### Signal wires on met2, run 1

The bar under the picture is 100 µm long.
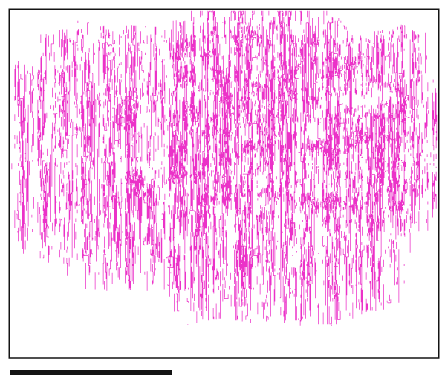
### Metal layers overlaid, run 1

Only two layers are drawn.
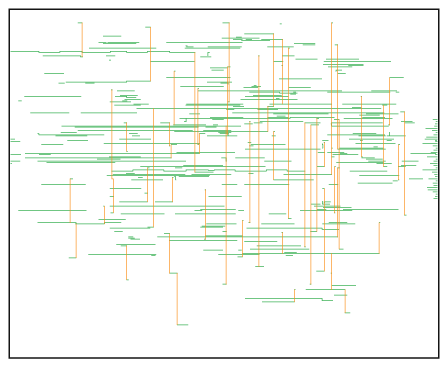
### Placed standard cells, run 1

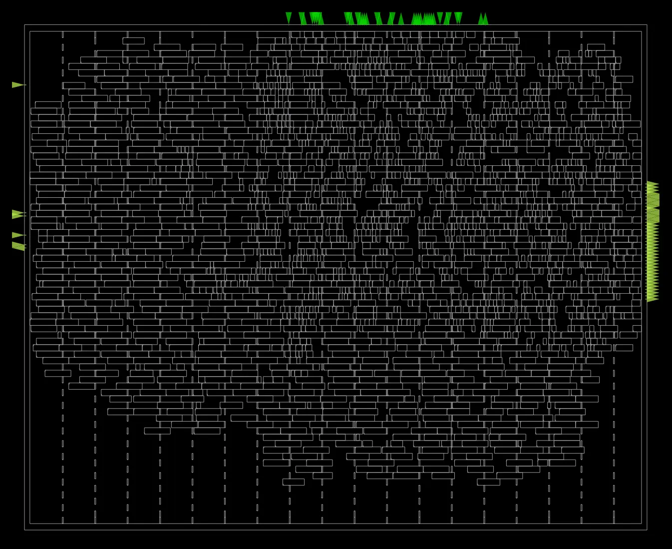
$ cat src/rtl/accel_pkg.sv
// Shared definitions for the multi-channel accelerometer moving-average filter.
// Holds the mode encodings, the controller state type and the default geometry
// used by the filter top level and by the platform glue.
package accel_pkg;

  localparam int DEF_CHANNELS   = 3;
  localparam int DEF_WIDTH      = 16;
  localparam int DEF_LOG2_DEPTH = 3;

  // Runtime mode, sampled with each accepted sample. Code 2'b11 behaves as average.
  localparam logic [1:0] MODE_AVG    = 2'b00;
  localparam logic [1:0] MODE_BYPASS = 2'b01;
  localparam logic [1:0] MODE_FREEZE = 2'b10;

  typedef enum logic [1:0] {
    CLEAR  = 2'd0,
    IDLE   = 2'd1,
    READ   = 2'd2,
    UPDATE = 2'd3
  } state_e;

endpackage

$ cat src/rtl/filt_tap_ram.sv
// Single-channel tap buffer: DEPTH x WIDTH, one write port, one synchronous
// read port. Small enough to map to registers or a block RAM.
// Ports:
//   clk    - clock
//   we     - write enable
//   waddr  - write address
//   wdata  - write data
//   raddr  - read address, data appears on rdata one cycle later
//   rdata  - registered read data (old contents on a same-address write)
module filt_tap_ram #(
  parameter int WIDTH      = 16,
  parameter int LOG2_DEPTH = 3
) (
  input  logic                  clk,
  input  logic                  we,
  input  logic [LOG2_DEPTH-1:0] waddr,
  input  logic [WIDTH-1:0]      wdata,
  input  logic [LOG2_DEPTH-1:0] raddr,
  output logic [WIDTH-1:0]      rdata
);

  logic [WIDTH-1:0] mem_q [2**LOG2_DEPTH];
  logic [WIDTH-1:0] rdata_q;

  // NOTE: the array has no reset so it can map onto RAM; the controller's
  // CLEAR sequence writes every address before any read is used.
  always_ff @(posedge clk) begin
    if (we) mem_q[waddr] <= wdata;
    rdata_q <= mem_q[raddr];
  end

  assign rdata = rdata_q;

endmodule

$ cat src/rtl/accel_filter_mc.sv
// Multi-channel moving-average filter. Each channel keeps a circular tap buffer
// of DEPTH samples and a running sum; an accepted sample replaces the oldest tap
// and the channel output becomes the floor average, the raw sample, or is held.
// Ports:
//   clk, reset        - clock, synchronous active-high reset
//   in_valid/in_ready - sample handshake; in_ch/in_data/mode qualify the sample
//   clear             - zero all buffers, sums and fill state (taken in IDLE only)
//   out_data          - per-channel filtered values, channel c at [c*WIDTH +: WIDTH]
//   out_valid/out_ch  - one-cycle strobe naming the channel just updated
//   primed            - bit c set once DEPTH samples landed on channel c
//   err_ch            - sticky flag for a sample tagged with a nonexistent channel
module accel_filter_mc
  import accel_pkg::*;
#(
  parameter int CHANNELS   = DEF_CHANNELS,
  parameter int WIDTH      = DEF_WIDTH,
  parameter int LOG2_DEPTH = DEF_LOG2_DEPTH,
  parameter int CH_W       = (CHANNELS > 1) ? $clog2(CHANNELS) : 1
) (
  input  logic                      clk,
  input  logic                      reset,
  input  logic                      in_valid,
  output logic                      in_ready,
  input  logic [CH_W-1:0]           in_ch,
  input  logic [WIDTH-1:0]          in_data,
  input  logic [1:0]                mode,
  input  logic                      clear,
  output logic [CHANNELS*WIDTH-1:0] out_data,
  output logic                      out_valid,
  output logic [CH_W-1:0]           out_ch,
  output logic [CHANNELS-1:0]       primed,
  output logic                      err_ch
);

  localparam int DEPTH = 2**LOG2_DEPTH;
  localparam int SW    = WIDTH + LOG2_DEPTH;  // running sum cannot overflow
  localparam int FW    = LOG2_DEPTH + 1;      // fill counter reaches DEPTH

  state_e                   state_q, state_d;
  logic [LOG2_DEPTH-1:0]    clr_cnt_q, clr_cnt_d;
  logic [CH_W-1:0]          ch_q, ch_d;
  logic                     ch_ok_q, ch_ok_d;
  logic signed [WIDTH-1:0]  data_q, data_d;
  logic [1:0]               mode_q, mode_d;
  logic [LOG2_DEPTH-1:0]    ptr_q [CHANNELS];
  logic [LOG2_DEPTH-1:0]    ptr_d [CHANNELS];
  logic signed [SW-1:0]     sum_q [CHANNELS];
  logic signed [SW-1:0]     sum_d [CHANNELS];
  logic [FW-1:0]            fill_q [CHANNELS];
  logic [FW-1:0]            fill_d [CHANNELS];
  logic [CHANNELS-1:0]      primed_q, primed_d;
  logic [CHANNELS*WIDTH-1:0] out_data_q, out_data_d;
  logic                     out_valid_q, out_valid_d;
  logic [CH_W-1:0]          out_ch_q, out_ch_d;
  logic                     err_q, err_d;
  logic signed [SW-1:0]     avg_full;

  logic [CHANNELS-1:0]      ram_we;
  logic [LOG2_DEPTH-1:0]    ram_waddr [CHANNELS];
  logic [WIDTH-1:0]         ram_wdata;
  logic signed [WIDTH-1:0]  ram_rdata [CHANNELS];

  // Every RAM reads at its own write pointer each cycle, so during UPDATE the
  // oldest tap of the selected channel is already on its read port.
  for (genvar g = 0; g < CHANNELS; g++) begin : g_tap
    filt_tap_ram #(.WIDTH(WIDTH), .LOG2_DEPTH(LOG2_DEPTH)) u_ram (
      .clk   (clk),
      .we    (ram_we[g]),
      .waddr (ram_waddr[g]),
      .wdata (ram_wdata),
      .raddr (ptr_q[g]),
      .rdata (ram_rdata[g])
    );
  end

  // NOTE: every signal written here gets a default first, so no path leaves
  // one unassigned and no latch is inferred.
  always_comb begin
    state_d     = state_q;
    clr_cnt_d   = clr_cnt_q;
    ch_d        = ch_q;
    ch_ok_d     = ch_ok_q;
    data_d      = data_q;
    mode_d      = mode_q;
    ptr_d       = ptr_q;
    sum_d       = sum_q;
    fill_d      = fill_q;
    primed_d    = primed_q;
    out_data_d  = out_data_q;
    out_valid_d = 1'b0;
    out_ch_d    = out_ch_q;
    err_d       = err_q;
    avg_full    = '0;
    ram_we      = '0;
    ram_wdata   = '0;
    for (int c = 0; c < CHANNELS; c++) ram_waddr[c] = ptr_q[c];

    unique case (state_q)
      CLEAR: begin
        ram_we   = '1;
        primed_d = '0;
        for (int c = 0; c < CHANNELS; c++) begin
          ram_waddr[c] = clr_cnt_q;
          ptr_d[c]     = '0;
          sum_d[c]     = '0;
          fill_d[c]    = '0;
        end
        clr_cnt_d = clr_cnt_q + 1'b1;
        if (clr_cnt_q == LOG2_DEPTH'(DEPTH - 1)) begin
          clr_cnt_d = '0;
          state_d   = IDLE;
        end
      end
      IDLE: begin
        // clear has priority; the concurrent sample is left unaccepted.
        if (clear) begin
          state_d = CLEAR;
        end else if (in_valid) begin
          ch_d    = in_ch;
          data_d  = in_data;
          mode_d  = mode;
          ch_ok_d = int'(in_ch) < CHANNELS;
          if (int'(in_ch) >= CHANNELS) err_d = 1'b1;
          state_d = READ;
        end
      end
      READ: state_d = UPDATE;
      UPDATE: begin
        state_d = IDLE;
        for (int c = 0; c < CHANNELS; c++) begin
          if (ch_ok_q && ch_q == CH_W'(c)) begin
            ram_we[c] = 1'b1;
            ram_wdata = data_q;
            ptr_d[c]  = ptr_q[c] + 1'b1;  // power-of-two depth wraps naturally
            sum_d[c]  = sum_q[c] + SW'(data_q) - SW'(ram_rdata[c]);
            if (fill_q[c] != FW'(DEPTH)) fill_d[c] = fill_q[c] + 1'b1;
            primed_d[c] = primed_q[c] | (fill_d[c] == FW'(DEPTH));
            // Arithmetic shift floors toward minus infinity and always fits WIDTH.
            avg_full = sum_d[c] >>> LOG2_DEPTH;
            if (mode_q != MODE_FREEZE) begin
              out_valid_d = 1'b1;
              out_ch_d    = ch_q;
              out_data_d[c*WIDTH +: WIDTH] = (mode_q == MODE_BYPASS) ? data_q
                                                                     : avg_full[WIDTH-1:0];
            end
          end
        end
      end
      default: state_d = CLEAR;
    endcase
  end

  // NOTE: sequential state uses non-blocking assignments only, so every flop
  // samples values from before the edge regardless of statement order.
  always_ff @(posedge clk) begin
    if (reset) begin
      state_q     <= CLEAR;
      clr_cnt_q   <= '0;
      ch_q        <= '0;
      ch_ok_q     <= 1'b0;
      data_q      <= '0;
      mode_q      <= MODE_AVG;
      primed_q    <= '0;
      out_data_q  <= '0;
      out_valid_q <= 1'b0;
      out_ch_q    <= '0;
      err_q       <= 1'b0;
      for (int c = 0; c < CHANNELS; c++) begin
        ptr_q[c]  <= '0;
        sum_q[c]  <= '0;
        fill_q[c] <= '0;
      end
    end else begin
      state_q     <= state_d;
      clr_cnt_q   <= clr_cnt_d;
      ch_q        <= ch_d;
      ch_ok_q     <= ch_ok_d;
      data_q      <= data_d;
      mode_q      <= mode_d;
      primed_q    <= primed_d;
      out_data_q  <= out_data_d;
      out_valid_q <= out_valid_d;
      out_ch_q    <= out_ch_d;
      err_q       <= err_d;
      ptr_q       <= ptr_d;
      sum_q       <= sum_d;
      fill_q      <= fill_d;
    end
  end

  assign in_ready  = (state_q == IDLE);
  assign out_data  = out_data_q;
  assign out_valid = out_valid_q;
  assign out_ch    = out_ch_q;
  assign primed    = primed_q;
  assign err_ch    = err_q;

endmodule

$ cat config.mk
export PLATFORM = sky130hd
export DESIGN_NAME = accel_filter_mc
export DESIGN_NICKNAME = d
export VERILOG_FILES = /design/src/rtl/accel_pkg.sv /design/src/rtl/filt_tap_ram.sv /design/src/rtl/accel_filter_mc.sv
export SDC_FILE = /design/constraint.sdc
export NUM_CORES = 1
export LEC_CHECK = 0
export CAP_MARGIN = 0
export CORE_AREA = 2 2 263 213
export DETAILED_ROUTE_END_ITERATION = 10
export DIE_AREA = 0 0 265 215
export PLACE_DENSITY = 0.71
export SYNTH_ARGS = -nofsm -noshare
export SYNTH_HDL_FRONTEND = slang
export SYNTH_HIERARCHICAL = 1
export SYNTH_SLANG_ARGS = --single-unit
$ cat constraint.sdc
create_clock -name clk -period 4.25 [get_ports clk]
set_input_delay 1.275 -clock clk [delete_from_list [all_inputs] [get_ports clk]]
set_output_delay 1.275 -clock clk [all_outputs]
set_load 0.005 [all_outputs]
==> flow_summary.ini, run 1 <==
; physical design summary
[outcome]
result_of_the_run = completed

[layout]
num-fill-cells = 4362
layout.cells.most_common_list = 384 x edfxtp_1, 204 x inv_1, 204 x dfxtp_1
drive_above_1_share_pct = 11.0
final_nets = 2307
layout.area.comb_um2 = 10000

[clock_network]
clock_sink_count = 591
cts_tree = yes
cts-hold-fix-buffers = 0
h_tree_levels = 2
clockRootBuffer = clkbuf_16

[synth]
seq_area_frac_synth_pct = 58.4
synthesis.instances = 2036
biggest_area_cells = edfxtp_1 43%, dfxtp_1 15%, mux4_1 8.2%
netlist.top_cell.by_area = edfxtp_1
synth.mux.area_fraction_pct = 11.6
synth_warnings = 6
synth.cell_area_um2 = 26900

[routing]
top_layer = met4
drt-met1-wl_um = 29700
drtAntennaViolNets = 0

[grt]
grt_use_met1_pct = 34.2

[final_timing]
fin_ws_ns = 0.735
unrepaired_setup_endpoints_after_global_routing = no
fin_tns_setup_ns = 0

[floorplan]
design.portCount = 80
initCoreUtil_pct = 49.2
core_area_um2 = 54500

[placed_design]
estimated_wirelength_of_the_detail_placed_design_um = 46000

[min_path]
hold_start = sum_q[36]

[critical_path]
crit_fanout = 7
worst_path_largest_cell_delay_ns = 0.62
critPathArrivalTime_ns = 4.05

[power]
maximum_resistive_drop_on_vdd_mv = 0.354
power.sequential.total_uw = 7290
Notes on 'Signal wires on met2' above:
- nets with wire on the layer: 1963
- longest straight run: 89.8 µm
- main direction: vertical
- share of all routed wire: 45%
- wire length on this layer: 30.3 mm

Notes on 'Metal layers overlaid' above:
- orange: met4 (wire length 2130 µm)
- green: met3 (wire length 5740 µm)

Notes on 'Placed standard cells' above:
sequential cell count: 591
Tapcell Cnt: 711
tally of non-filler cells in the final layout: 2912
core occupancy in the finished layout: 56.0%
sequential share of cell area: 51.3%

### Register map, names as in the netlist, run 1

Other sequential cells in the stronger grey, the rest of the logic in the fainter grey.
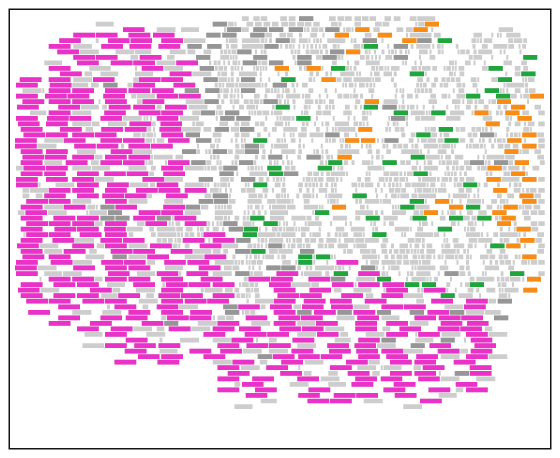

==> run 2, diff against run 1 <==
==> constraint.sdc (replaced) <==
create_clock -name clk -period 3.4 [get_ports clk]
set_input_delay 1.02 -clock clk [delete_from_list [all_inputs] [get_ports clk]]
set_output_delay 1.02 -clock clk [all_outputs]
set_load 0.005 [all_outputs]
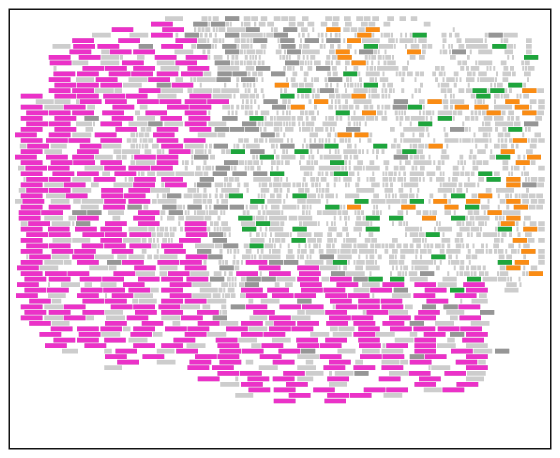
*Register map, names as in the netlist, run 2*
Other sequential cells in the stronger grey, the rest of the logic in the fainter grey.
- orange: out_data (placed flops 48)
- green: sum_q (placed flops 57)
- magenta: g_tap.u_ram/mem_q (placed flops 384; where all over the die)
- not coloured: 102

==> run 2 against run 1 <==
Effect of this change: clock power increased by 33%; sequential cell count unchanged; critical path depth decreased by 1; utilization increased by 0.56 points; synthesized cell count unchanged; hold slack about the same; via count increased by 1.3%; critical endpoint is now out_data[23].
==> flow_summary.ini, run 2 <==
; physical design summary
[outcome]
result_of_the_run = completed

[layout]
layout.area.comb_um2 = 10000
drive_above_1_share_pct = 12.1
layout.cells.most_common_list = 384 x edfxtp_1, 204 x inv_1, 204 x dfxtp_1
final_nets = 2324
post_layout_nonfiller_instances = 2929
seq_area_share_pct = 50.8
num-fill-cells = 4334
n_sequential_cell = 591

[clock_network]
h_tree_levels = 2
clock_sink_count = 591
cts-hold-fix-buffers = 0
clockRootBuffer = clkbuf_16

[synth]
synth.mux.area_fraction_pct = 11.6
biggest_area_cells = edfxtp_1 43%, dfxtp_1 15%, mux4_1 8.2%
netlist.top_cell.by_area = edfxtp_1
synth.cell_area_um2 = 26900

[critical_path]
crit_fanout = 4
critPathArrivalTime_ns = 3.77

[floorplan]
design.portCount = 80
initCoreUtil_pct = 49.2

[power]
power.sequential.total_uw = 9080
maximum_resistive_drop_on_vdd_mv = 0.446

[min_path]
hold_start = sum_q[13]

[routing]
top_layer = met4
drt-met1-wl_um = 29900
drtAntennaViolNets = 0

[grt]
grt_use_met1_pct = 35.2
==> run 3, diff against run 2 <==
--- a/config.mk
+++ b/config.mk
@@ -7,9 +7,12 @@
 export LEC_CHECK = 0
 export CAP_MARGIN = 0
 export CORE_AREA = 2 2 263 213
+export CTS_BUF_LIST = sky130_fd_sc_hd__clkbuf_8
+export CTS_CLUSTER_DIAMETER = 30
 export DETAILED_ROUTE_END_ITERATION = 10
 export DIE_AREA = 0 0 265 215
 export PLACE_DENSITY = 0.71
+export SETUP_SLACK_MARGIN = 0.5
 export SYNTH_ARGS = -nofsm -noshare
 export SYNTH_HDL_FRONTEND = slang
 export SYNTH_HIERARCHICAL = 1
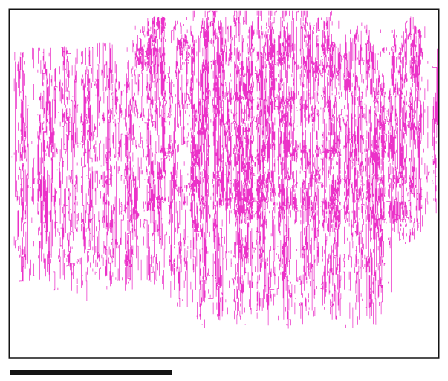
*Signal wires on met2, run 3*
The bar under the picture is 100 µm long.
- wire length on this layer: 31.6 mm
- nets with wire on the layer: 2095
- longest straight run: 87.1 µm

==> run 3 against run 2 <==
Effect of this change: critical path depth is 1 higher; count of clock-buffer cells in the layout grew 44; sequential share of layout area fell by 1.6 points; sequential power increased by 0.7%; cell count up 3.7%; global-route usage up 0.73 points; clock power down 0.6%; wire length is 4.3% higher; die size stayed put; setup slack better by 0.32 ns; critical path type unchanged; critical endpoint is now out_data[28]; largest power group unchanged; highest routed layer unchanged.
==> flow_summary.ini, run 3 <==
; physical design summary
[outcome]
result_of_the_run = completed

[min_path]
hold_start = sum_q[31]
hold-path-endpoint = sum_q[31]

[routing]
drtAntennaViolNets = 0
top_layer = met4

[layout]
final_nets = 2392
post_layout_nonfiller_instances = 3037
layout.cells.most_common_list = 384 x edfxtp_1, 211 x inv_1, 184 x dfxtp_1
num-fill-cells = 4237
seq_area_share_pct = 49.2
drive_above_1_share_pct = 21.0
clock_cell_area_share_pct = 6.82
n_sequential_cell = 591

[clock_network]
h_tree_levels = 3
clockRootBuffer = clkbuf_8
cts-hold-fix-buffers = 0
clock_sink_count = 591

[critical_path]
crit_fanout = 4
worstPathCellList = inv_4 -> fa_1 -> inv_2 -> ha_4 -> a2111oi_4 -> o21ai_2 -> a31oi_4 -> o31ai_4 -> nor2b_1 -> or3_1 -> a311oi_2
critPathArrivalTime_ns = 3.56

[synth]
synth.cell_area_um2 = 26900
seq_area_frac_synth_pct = 58.4
synth.mux.area_fraction_pct = 11.6
post-synth-top-count-cell = edfxtp_1
synth_top_area_share_pct = 42.9
biggest_area_cells = edfxtp_1 43%, dfxtp_1 15%, mux4_1 8.2%
post_synth_most_frequent_cells = 384 x edfxtp_1, 207 x dfxtp_1, 204 x inv_1
dominantRegCellSynth = edfxtp_1

[floorplan]
initCoreUtil_pct = 49.2
design.portCount = 80

[power]
power.sequential.total_uw = 9140

[grt]
met3_usage_pct = 7.49
grt_use_met1_pct = 33.7
Power is estimated from default activity; no workload was simulated.
